## config.mk

```make
export PLATFORM = sky130hd
export DESIGN_NAME = neo_strand_driver
export DESIGN_NICKNAME = d
export VERILOG_FILES = /design/src/rtl/neopixel_pkg.sv /design/src/rtl/neo_bit_encoder.sv /design/src/rtl/neo_strand_driver.sv
export SDC_FILE = /design/constraint.sdc
export NUM_CORES = 1
export LEC_CHECK = 0
export CAP_MARGIN = 20
export CORE_UTILIZATION = 50
export CTS_CLUSTER_DIAMETER = 80
export CTS_CLUSTER_SIZE = 16
export DETAILED_ROUTE_END_ITERATION = 8
export GPL_TIMING_DRIVEN = 1
export PLACE_DENSITY = 0.71
export SKIP_LAST_GASP = 1
export SLEW_MARGIN = 20
export SYNTH_ARGS = -nofsm -noshare
export SYNTH_HDL_FRONTEND = slang
export SYNTH_HIERARCHICAL = 1
export SYNTH_SLANG_ARGS = --single-unit
export TNS_END_PERCENT = 5
```

## constraint.sdc

```tcl
create_clock -name clock -period 14.4 [get_ports clock]
set_input_delay 2.16 -clock clock [delete_from_list [all_inputs] [get_ports clock]]
set_output_delay 2.16 -clock clock [all_outputs]
set_load 0.03 [all_outputs]
```

## src/rtl/neopixel_pkg.sv

```systemverilog
// Shared types and constants for the NeoPixel strand driver.
// Holds the FSM/phase enums, channel indices, byte order and default timings.
package neopixel_pkg;

    typedef enum logic [1:0] {
        IDLE,
        HIGH,
        LOW,
        LATCH
    } neo_state_e;

    typedef enum logic [1:0] {
        PH_IDLE,
        PH_HIGH,
        PH_LOW
    } bit_phase_e;

    localparam int RED   = 0;
    localparam int BLUE  = 1;
    localparam int GREEN = 2;
    localparam int WHITE = 3;

    localparam int unsigned DEF_T1H          = 35;
    localparam int unsigned DEF_T1L          = 30;
    localparam int unsigned DEF_T0H          = 18;
    localparam int unsigned DEF_T0L          = 40;
    localparam int unsigned DEF_LATCH_CYCLES = 2500;

    // Wire order within a pixel: G, R, B, then W.
    function automatic int slot_chan(input int slot);
        unique case (slot)
            0:       return GREEN;
            1:       return RED;
            2:       return BLUE;
            default: return WHITE;
        endcase
    endfunction

    function automatic int unsigned max2(input int unsigned a,
                                         input int unsigned b);
        return (a > b) ? a : b;
    endfunction

endpackage

```

## src/rtl/neo_bit_encoder.sv

```systemverilog
// Single-bit waveform generator: HIGH then LOW phase with per-value lengths.
// A start on the bit_done cycle chains the next bit with no gap cycle.
module neo_bit_encoder
    import neopixel_pkg::*;
#(
    parameter int unsigned T1H = DEF_T1H,
    parameter int unsigned T1L = DEF_T1L,
    parameter int unsigned T0H = DEF_T0H,
    parameter int unsigned T0L = DEF_T0L,
    parameter int unsigned CW  = 8
) (
    input  logic clock,
    input  logic reset,
    input  logic start_i,
    input  logic bit_i,
    output logic data_o,
    output logic hi_done_o,
    output logic bit_done_o
);

    localparam logic [CW-1:0] H1 = CW'(T1H - 1);
    localparam logic [CW-1:0] L1 = CW'(T1L - 1);
    localparam logic [CW-1:0] H0 = CW'(T0H - 1);
    localparam logic [CW-1:0] L0 = CW'(T0L - 1);

    bit_phase_e    phase_q, phase_d;
    logic [CW-1:0] cnt_q, cnt_d;
    logic          data_q;

    always_comb begin
        phase_d    = phase_q;
        cnt_d      = cnt_q;
        hi_done_o  = 1'b0;
        bit_done_o = 1'b0;
        unique case (phase_q)
            PH_HIGH: begin
                if (cnt_q == (bit_i ? H1 : H0)) begin
                    phase_d   = PH_LOW;
                    cnt_d     = '0;
                    hi_done_o = 1'b1;
                end else begin
                    cnt_d = cnt_q + 1'b1;
                end
            end
            PH_LOW: begin
                if (cnt_q == (bit_i ? L1 : L0)) begin
                    bit_done_o = 1'b1;
                    cnt_d      = '0;
                    phase_d    = start_i ? PH_HIGH : PH_IDLE;
                end else begin
                    cnt_d = cnt_q + 1'b1;
                end
            end
            default: begin
                if (start_i) begin
                    phase_d = PH_HIGH;
                    cnt_d   = '0;
                end
            end
        endcase
    end

    always_ff @(posedge clock or posedge reset) begin
        if (reset) begin
            phase_q <= PH_IDLE;
            cnt_q   <= '0;
            data_q  <= 1'b0;
        end else begin
            phase_q <= phase_d;
            cnt_q   <= cnt_d;
            data_q  <= (phase_d == PH_HIGH);
        end
    end

    assign data_o = data_q;

endmodule

```

## src/rtl/neo_strand_driver.sv

```systemverilog
// NeoPixel strand driver: double-buffered frame store serialised onto one wire.
// Shadow is host-written; active is a shift register loaded at frame start.
module neo_strand_driver
    import neopixel_pkg::*;
#(
    parameter int unsigned NUM_PIXELS   = 8,
    parameter int unsigned CHANNELS     = 3,
    parameter int unsigned T1H          = DEF_T1H,
    parameter int unsigned T1L          = DEF_T1L,
    parameter int unsigned T0H          = DEF_T0H,
    parameter int unsigned T0L          = DEF_T0L,
    parameter int unsigned LATCH_CYCLES = DEF_LATCH_CYCLES,
    localparam int unsigned PIW =
        (NUM_PIXELS > 1) ? $clog2(NUM_PIXELS) : 1
) (
    input  logic           clock,
    input  logic           reset,
    input  logic           load_color,
    input  logic [PIW-1:0] pixel_index,
    input  logic [1:0]     color_index,
    input  logic [7:0]     color_level,
    input  logic           clear_all,
    input  logic           send_it,
    input  logic           repeat_en,
    output logic           neo_data,
    output logic           ready_to_load,
    output logic           ready_to_send,
    output logic           begin_send,
    output logic           done_send,
    output logic           done_wait,
    output logic           load_err
);

    localparam int unsigned NBITS = NUM_PIXELS * CHANNELS * 8;
    localparam int unsigned BW    = $clog2(NBITS + 1);
    localparam int unsigned TMAX  =
        max2(max2(max2(T1H, T1L), max2(T0H, T0L)), LATCH_CYCLES);
    localparam int unsigned CW    = $clog2(TMAX + 1);

    localparam logic [BW-1:0] LAST_BIT   = BW'(NBITS - 1);
    localparam logic [CW-1:0] LATCH_LAST = CW'(LATCH_CYCLES - 1);

    typedef logic [NUM_PIXELS-1:0][CHANNELS-1:0][7:0] frame_t;

    frame_t          shadow_q, shadow_d;
    logic [NBITS-1:0] active_q, active_d, serial_w;
    neo_state_e      state_q, state_d;
    logic [BW-1:0]   bit_q, bit_d;
    logic [CW-1:0]   lat_q, lat_d;
    logic            begin_q, begin_d;
    logic            done_send_q, done_send_d;
    logic            load_err_q, load_err_d;
    logic            load_ok, enc_start, hi_done, bit_done;

    assign load_ok = load_color
                   && (32'(pixel_index) < NUM_PIXELS)
                   && (32'(color_index) < CHANNELS);

    always_comb begin
        shadow_d   = shadow_q;
        load_err_d = load_color && !clear_all && !load_ok;
        if (clear_all) begin
            shadow_d = '0;
        end else if (load_ok) begin
            shadow_d[pixel_index][color_index] = color_level;
        end
    end

    // Flatten the shadow into wire order so bit 0 is the first bit sent.
    always_comb begin
        serial_w = '0;
        for (int p = 0; p < int'(NUM_PIXELS); p++) begin
            for (int s = 0; s < int'(CHANNELS); s++) begin
                for (int j = 0; j < 8; j++) begin
                    serial_w[(p * int'(CHANNELS) + s) * 8 + 7 - j] =
                        shadow_q[p][slot_chan(s)][j];
                end
            end
        end
    end

    always_comb begin
        state_d     = state_q;
        bit_d       = bit_q;
        lat_d       = lat_q;
        active_d    = active_q;
        enc_start   = 1'b0;
        begin_d     = 1'b0;
        done_send_d = 1'b0;
        done_wait   = 1'b0;
        unique case (state_q)
            IDLE: begin
                if (send_it) begin
                    state_d   = HIGH;
                    active_d  = serial_w;
                    bit_d     = '0;
                    enc_start = 1'b1;
                    begin_d   = 1'b1;
                end
            end
            HIGH: begin
                if (hi_done) state_d = LOW;
            end
            LOW: begin
                if (bit_done) begin
                    if (bit_q == LAST_BIT) begin
                        state_d     = LATCH;
                        lat_d       = '0;
                        done_send_d = 1'b1;
                    end else begin
                        state_d   = HIGH;
                        bit_d     = bit_q + 1'b1;
                        active_d  = active_q >> 1;
                        enc_start = 1'b1;
                    end
                end
            end
            LATCH: begin
                if (lat_q == LATCH_LAST) begin
                    done_wait = 1'b1;
                    if (repeat_en) begin
                        state_d   = HIGH;
                        active_d  = serial_w;
                        bit_d     = '0;
                        enc_start = 1'b1;
                        begin_d   = 1'b1;
                    end else begin
                        state_d = IDLE;
                    end
                end else begin
                    lat_d = lat_q + 1'b1;
                end
            end
            default: state_d = IDLE;
        endcase
    end

    always_ff @(posedge clock or posedge reset) begin
        if (reset) begin
            state_q     <= IDLE;
            shadow_q    <= '0;
            active_q    <= '0;
            bit_q       <= '0;
            lat_q       <= '0;
            begin_q     <= 1'b0;
            done_send_q <= 1'b0;
            load_err_q  <= 1'b0;
        end else begin
            state_q     <= state_d;
            shadow_q    <= shadow_d;
            active_q    <= active_d;
            bit_q       <= bit_d;
            lat_q       <= lat_d;
            begin_q     <= begin_d;
            done_send_q <= done_send_d;
            load_err_q  <= load_err_d;
        end
    end

    neo_bit_encoder #(
        .T1H (T1H),
        .T1L (T1L),
        .T0H (T0H),
        .T0L (T0L),
        .CW  (CW)
    ) u_enc (
        .clock      (clock),
        .reset      (reset),
        .start_i    (enc_start),
        .bit_i      (active_q[0]),
        .data_o     (neo_data),
        .hi_done_o  (hi_done),
        .bit_done_o (bit_done)
    );

    assign ready_to_load = 1'b1;
    assign ready_to_send = (state_q == IDLE);
    assign begin_send    = begin_q;
    assign done_send     = done_send_q;
    assign load_err      = load_err_q;

endmodule

```

Fig. 1: placement view
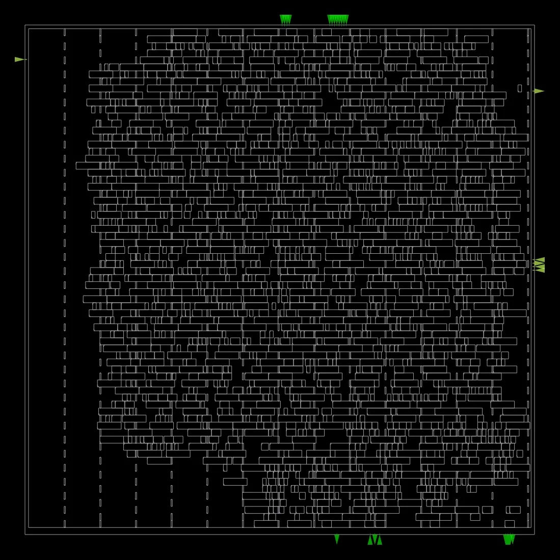
tap cells: 511
flip-flops: 424
post-route insts no fill: 2264
area of the core: 0.0376 sq mm

Fig. 2: sizing map
The bar under the picture is 50 microns long.
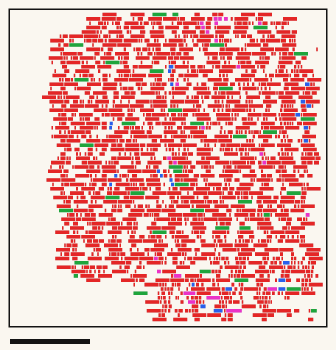
Key: _0 and _1 cells = red [cells 1667, share 95%, most used dfrtp_1]; _2 cells = blue [cells 24, share 1.4%, most used nor2_2]; _6 and larger = green [cells 37, share 2.1%, most used clkbuf_16]; _3 and _4 cells = magenta [cells 25, share 1.4%, most used buf_4]

Fig. 3: routed metal, one colour a layer
The bar under the picture is 50 microns long.
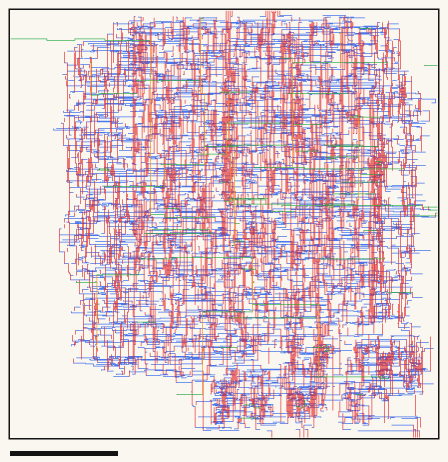
Key: metal 2 = red [wire length 18600 microns]; metal 1 = blue [wire length 18300 microns]; metal 4 = orange [wire length 506 microns]; metal 3 = green [wire length 1200 microns]
Detailed Route WL: 38.6 mm
global-route usage over all layers: 20.4%

==> notes.md <==
Notes on the flow outputs.

- The startpoint of the worst setup timing path is state_q[1]$_DFFE_PP0P_.
- The layout buffer count excluding clock buffers is between 40 and 50.
- The worst reg2reg path endpoint reads active_q[72]$_DFFE_PP0P_.
- For this run, the number of Yosys warnings is 6.
- The slowest library cell on the worst path is sky130_fd_sc_hd__clkdlybuf4s50_1.
- The nature of the critical path startpoint is a register.
- By area the synthesized netlist is led by sky130_fd_sc_hd__dfrtp_1 (56%), sky130_fd_sc_hd__mux2i_1 (18%), sky130_fd_sc_hd__nand2_1 (5.2%), sky130_fd_sc_hd__o21ai_1 (4.9%), sky130_fd_sc_hd__nor2_1 (3.5%).
- For this run, the detailed router's first-pass iteration total came to 5.
- The post-CTS setup repair buffer count is 0.
- The critical path buffer and inverter count is 2.
- The weighted congestion at the end of routability-driven global placement reads 0.731.
- The number of clock buffers in the layout is 31.
- The leading cell category by total area reads registers.
- The power report puts the net switching power at between 0.0009 and 0.001 W.
- After layout, the setup clock skew is reported as 0.0177 ns.
- For met2 alone, demand over resource in global routing was approximately a third.
- The combined area of the multi-input logic cells reads 0.00782 sq mm.
- The sequential area share after synthesis reads between 50% and 60%.
- The cell count after synthesis is about 1800.
- The cell chosen for the clock root reads sky130_fd_sc_hd__clkbuf_16.
- The top cell type by instance count after synthesis is sky130_fd_sc_hd__dfrtp_1.
- The number of antenna diodes in the final layout is 0.
- The top flip-flop cell by instance count after synthesis is sky130_fd_sc_hd__dfrtp_1.
- Summed over all nets, wire length on met2 after detailed routing comes to between 15 and 20 mm.
- The clock power share reads a little over a quarter.
- Yosys mapped a number of flops with a built-in enable equal to 0.
- The count of H-tree levels built during CTS is 1.
- Of the total synthesized cell area, the portion taken by AND-OR and OR-AND cells is under 10%.
- The yosys stat cell total is 1794.
- Per the timing report, the achievable frequency comes out to slightly below 200 MHz.
- The sort of element at the end of the critical path is an output pin.
- The total placed cells including tap cells reads approximately 2200.
- The distinct cell type count of the synthesized netlist is approximately 57.
- Once iteration 0 of detailed routing completed, the report listed just under 1000 DRC markers.
- The total die size is approximately 0.04 sq mm.
- Of all power groups, the one with the highest power is registers.
- The internal power consumption reads 0.00182 W.
- The slew at the pin closest to its max-slew limit is between 1 and 1.5 ns.
- According to the I/O placement log, the pin count is 26.
- The post-detailed-route DRC marker count is 0.
- The registers reported with the highest flop counts are active_q x192, shadow_q x192.
- The flow ran to the end, and the final reports show no timing, DRC or antenna violations.
- The share of power burned in combinational logic is ~26%.
- The worst min-delay path class reads register to register.
- For the final routed database, the setup TNS stands at 0 ns.
- The residual antenna-violating net count after detailed routing reads 0.
- The most numerous logic cell after layout reads sky130_fd_sc_hd__dfrtp_1.
- The layout summary lists the proportion of cells stronger than drive strength 1 as 4.91%.
- The busiest metal layer after global routing reads met2.
- The final layout report lists a filler cell count of approximately 3200.
- Of the combinational cells, the family taking the most area is multiplexers.
- The number of logic inverters in the finished layout is 12.
- Per the OpenROAD power report, leakage power amounts to ~8.8 nW.
- The max-capacitance violation count is 0.
- Among cell families on the critical path, the largest total delay comes from buffers and inverters.
- The vertical die dimension reads a little under 200 microns.
- The fraction of the cycle the final worst path needs is 35.6%.
- The worst slew margin relative to its limit reads between 15 and 20%.
- The worst VDD IR drop from the latest analysis is between 200 and 300 uV.
- Per the synthesis report, the dominant area consumer among library cells is sky130_fd_sc_hd__dfrtp_1.
- The average vias per placed instance is 5.55.
- For flop-to-flop paths, the worst setup slack is around 9.9 ns.
- The floorplan row count reads ~70.
- The combinational power reads 0.000716 W.
- The routed design could run at a clock period as short as roughly 5.1 ns.
- The routed length per placed instance reads between 15 and 20 microns.
- The setup slack after placement is roughly 9 ns.
- The final setup violation count is 0.
- The fraction of met1 tracks used by global routing is 28.4%.
- The flow measured a signed area growth from synthesis to layout of 6.66%.
- Summed over the clock group, the power is roughly 0.00076 W.
- Per the synthesis report, the single largest cell type by area occupies between 50% and 60% of cell area.
- The start point of the worst hold path reads active_q[191]$_DFFE_PP0P_.
- In the per-layer summary, the met1 wirelength comes to 18.3 mm.
- In this run the horizontal extent of the chip is roughly 200 microns.
- The number of buffers created by CTS reads 30.
- After Yosys synthesis, XOR and XNOR cells account for 0% of the synthesized area.
- The mux cell area share after synthesis reads a little under a fifth.
- The maximum number of buffers from clock root to sink reads 3.
- The cell area that synthesis handed to floorplanning was 0.0191 sq mm.
- In the final report, the number of hold violations comes to 0.
- The critical path's largest stage delay reads between 0.7 and 0.8 ns.
- The worst hold path terminates at active_q[191]$_DFFE_PP0P_.
- The detailed-placement wirelength estimate reads roughly 21 mm.
- The startpoint of the worst-slack reg-to-reg timing path reads state_q[0]$_DFFE_PP0P_.
- The clock-pin slew on the worst setup and hold paths is roughly 0.070 ns.
- The instance count on the critical path reads 4.
- The number of buffer cells added on primary ports is 24.
Fig. 4: met3 routing
The bar under the picture is 50 microns long.
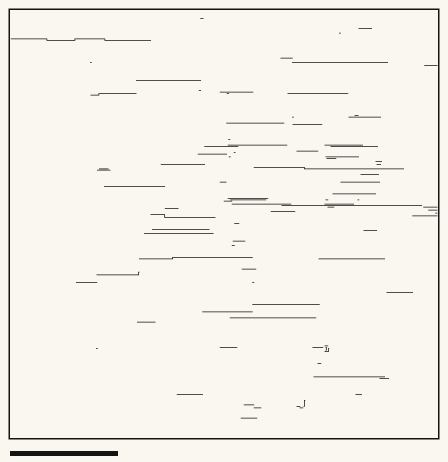
The longest straight run is 64.4 microns. 52 nets have wire on it.
routed vias: 12555
met3 layer usage reported by global route: 2.27%

Fig. 5: the metal 4 layer
Supply wires on this layer in grey. Cells faint in the background.
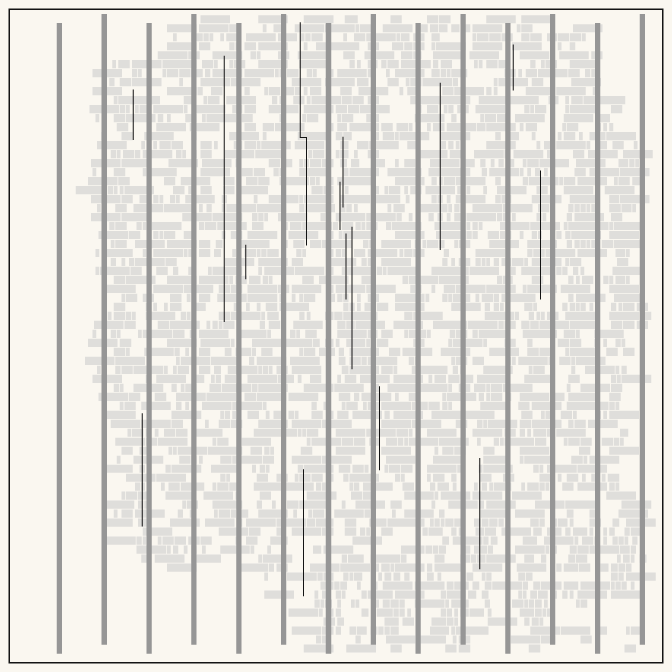
The longest straight run is 80.2 microns. The layer carries 506 microns of wire. The wires run mostly vertical.

-- through the flow --
step           util [%]  area [sq um]
6_report           54.1         20300
5_1_grt            54.1         20300
4_1_cts            54.1         20300
3_5_place_dp       52.0         19500
3_3_place_gp       52.0         19500
2_1_floorplan         -         19100
-- worst max path at each step --
stage / to / slack, ns
2_1_floorplan: active_q[0]$_DFFE_PP0P_ / 0.86
3_3_place_gp: active_q[119]$_DFFE_PP0P_ / 9.25
3_5_place_dp: active_q[116]$_DFFE_PP0P_ / 9.22
4_1_cts: done_wait / 9.23
5_1_grt: done_wait / 9.06
6_report: done_wait / 9.27
Power is estimated from default activity; no workload was simulated.
